==> images/cell_density.png <==
Scale: 4 px per um. The die is cut into 9 by 9 equal tiles; dark blue is low, red is high, 0 to 100% covered.
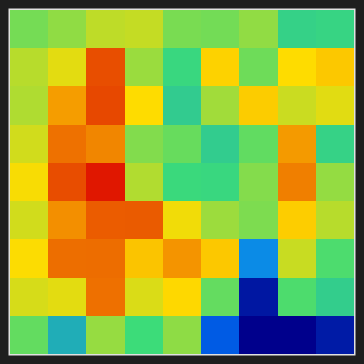
==> images/io_fan.png <==
Scale: 4 px per um.
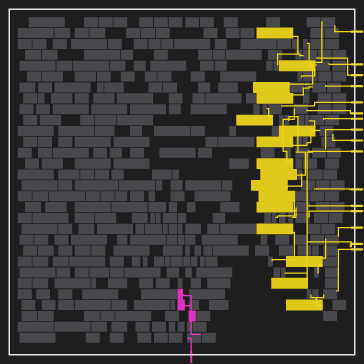
==> images/layer_met1.png <==
Scale: 6 px per um. Supply wires on this layer in gray.
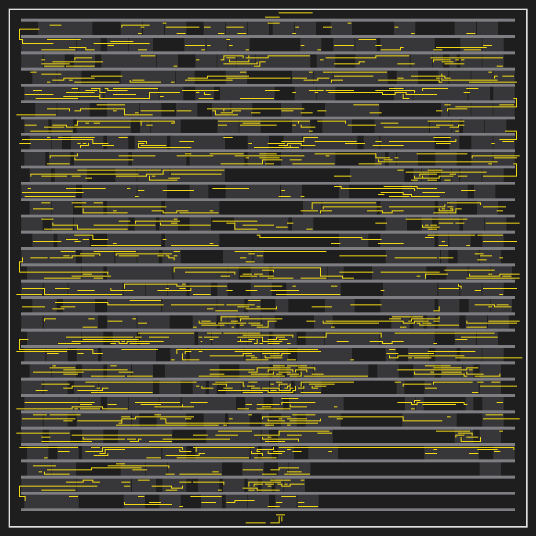
==> config.mk <==
export PLATFORM = sky130hd
export DESIGN_NAME = mem_arbiter
export DESIGN_NICKNAME = d
export VERILOG_FILES = /design/src/rtl/mem_arbiter.sv
export SDC_FILE = /design/constraint.sdc
export NUM_CORES = 1
export LEC_CHECK = 0
export CAP_MARGIN = 10
export CORE_MARGIN = 1.5
export CORE_UTILIZATION = 46
export CTS_BUF_LIST = sky130_fd_sc_hd__clkbuf_8
export CTS_CLUSTER_SIZE = 24
export DETAILED_ROUTE_END_ITERATION = 7
export PLACE_DENSITY = 0.87
export SLEW_MARGIN = 25
export SYNTH_ARGS = -nofsm -noshare
export SYNTH_HDL_FRONTEND = slang
export SYNTH_SLANG_ARGS = --single-unit
export TNS_END_PERCENT = 10
==> constraint.sdc <==
create_clock -name clk -period 4.1 [get_ports clk]
set_input_delay 0.82 -clock clk [delete_from_list [all_inputs] [get_ports clk]]
set_output_delay 0.82 -clock clk [all_outputs]
set_load 0.01 [all_outputs]
==> Slide: Implementation Results <==
Key Metrics from the Run

Timing
  • Fin. Hold Viols: 0
  • Setup ws final: 1.11 ns
  • Setup tns final: 0 ns
  • Clock Skew: 0.0100 ns
  • F_max: 334 MHz
  • Post-route minimum period: roughly 3.0 ns

Setup path
  • Cells on worst reg2reg path: 4
  • Critical path arrival: about 2.2 ns
  • WP data required: 3.28 ns
  • Most frequent CP cell: clkdlybuf4s50_1
  • CP startpoint kind: input pin

Routing
  • DR DRC count: 0
  • Routed length per placed instance: 16.7 um

Place
  • Dpl cells: ~440

Job
  • Tool Warnings: 27

Floorplanning
  • Area of the chip: 7400 um2

Worst hold path
  • Hold WC Path Type: flip-flop to flip-flop
  • Hold Path Depth: 2

CTS
  • Clock-pin slew on the worst setup and hold paths: approximately 0.080 ns

Power and ir drop
  • Power density over the cells: 728 nW/um2

Final layout
  • Area grow syn2layout: 51.0%

Run status
  • Outcome: complete, no violations

Logic synthesis
  • Cell type with the largest total area: dfrtp_1
  • Synthesized registers: 76
  • Chip area in the Yosys report: 3170 um2
About cell_density.png:
densest ninth of the die = left middle
mean over tiles = 63%
tiles over 75% full = 28%
Initial Util: 0.472
core footprint: 6720 um2
Util after Layout: 0.712

About io_fan.png:
yellow -> `ram_addr_o`  # direction output, edge right, end cells 16, buffers 16, wire 372 um
magenta -> `mem_rd_i`  # direction input, edge bottom, end cells 3, buffers 1, wire 21.6 um
I/O Buffers: 140
io pins: 141

About layer_met1.png:
longest straight run = 39.1 um
main direction = horizontal
vias: 2387
M1 GR Usage: 0.265
Routed WL: 7670 um

synthesized netlist by cell type, types with 2 or more instances:
cell and number:
dfrtp_1 76, mux2_2 22, nand2_1 22, o21ai_0 20, a22o_1 18, mux2i_1 18
mux2_4 10, buf_2 5, a21oi_1 4, clkbuf_1 4, inv_1 4, buf_4 3
nor2_1 3, a21o_1 2, ha_1 2, nand3_1 2, nor2b_1 2, nor2b_4 2
nor3_1 2
power breakdown:
part	internal [W]	total, W	switching [W]
Combinational	0.000963	0.00161	0.000643
Clock	0.000279	0.000554	0.000276
Sequential	0.00109	0.00133	0.000231
Total	0.00234	0.00349	0.00115
logic make-up after synthesis:
group,after synthesis,share of synthesized area
AOI/OAI and AO/OA,48,0.101
and+or+nand+nor,42,0.0738
DFF,76,0.600
adders and majority gates,2,0.00789
muxes,50,0.182
buffers and inverters,18,0.0343
layout make-up:
cell class | count | area, um2
Clock buffer | 9 | 124
Multi-Input combinational cell | 142 | 1160
Fill cell | 484 | 1930
Inverter | 4 | 16.3
Tap cell | 80 | 100
Clock inverter | 7 | 68.8
Sequential cell | 76 | 1900
Timing Repair Buffer | 142 | 1420
metal layers:
metal	vias up	global-route usage	part of all wire	wire length [um]
li1	1114	-	-	-
met1	1152	0.265	0.41	3170
met2	109	0.345	0.46	3520
met3	12	0.0905	0.11	857
met4	0	0.0880	0.015	116
met5	-	0	0	0
metrics by stage:
| step | util | hold slack, ns |
|---|---|---|
| after floorplan | - | 0.464 |
| after CTS | 0.712 | 0.489 |
| final | 0.712 | 0.484 |
| after detailed placement | 0.684 | 0.472 |
| after global routing | 0.712 | 0.514 |
| after global placement | 0.684 | 0.463 |
worst reg2reg max path, cell delays in order, from the launching register on:
cell,delay [ns]
dfrtp_1,0.52
nor2b_4,0.23
nand2_1,0.07
nor2_2,0.68
mux2_2,0.42
Power and IR drop assume default switching activity.
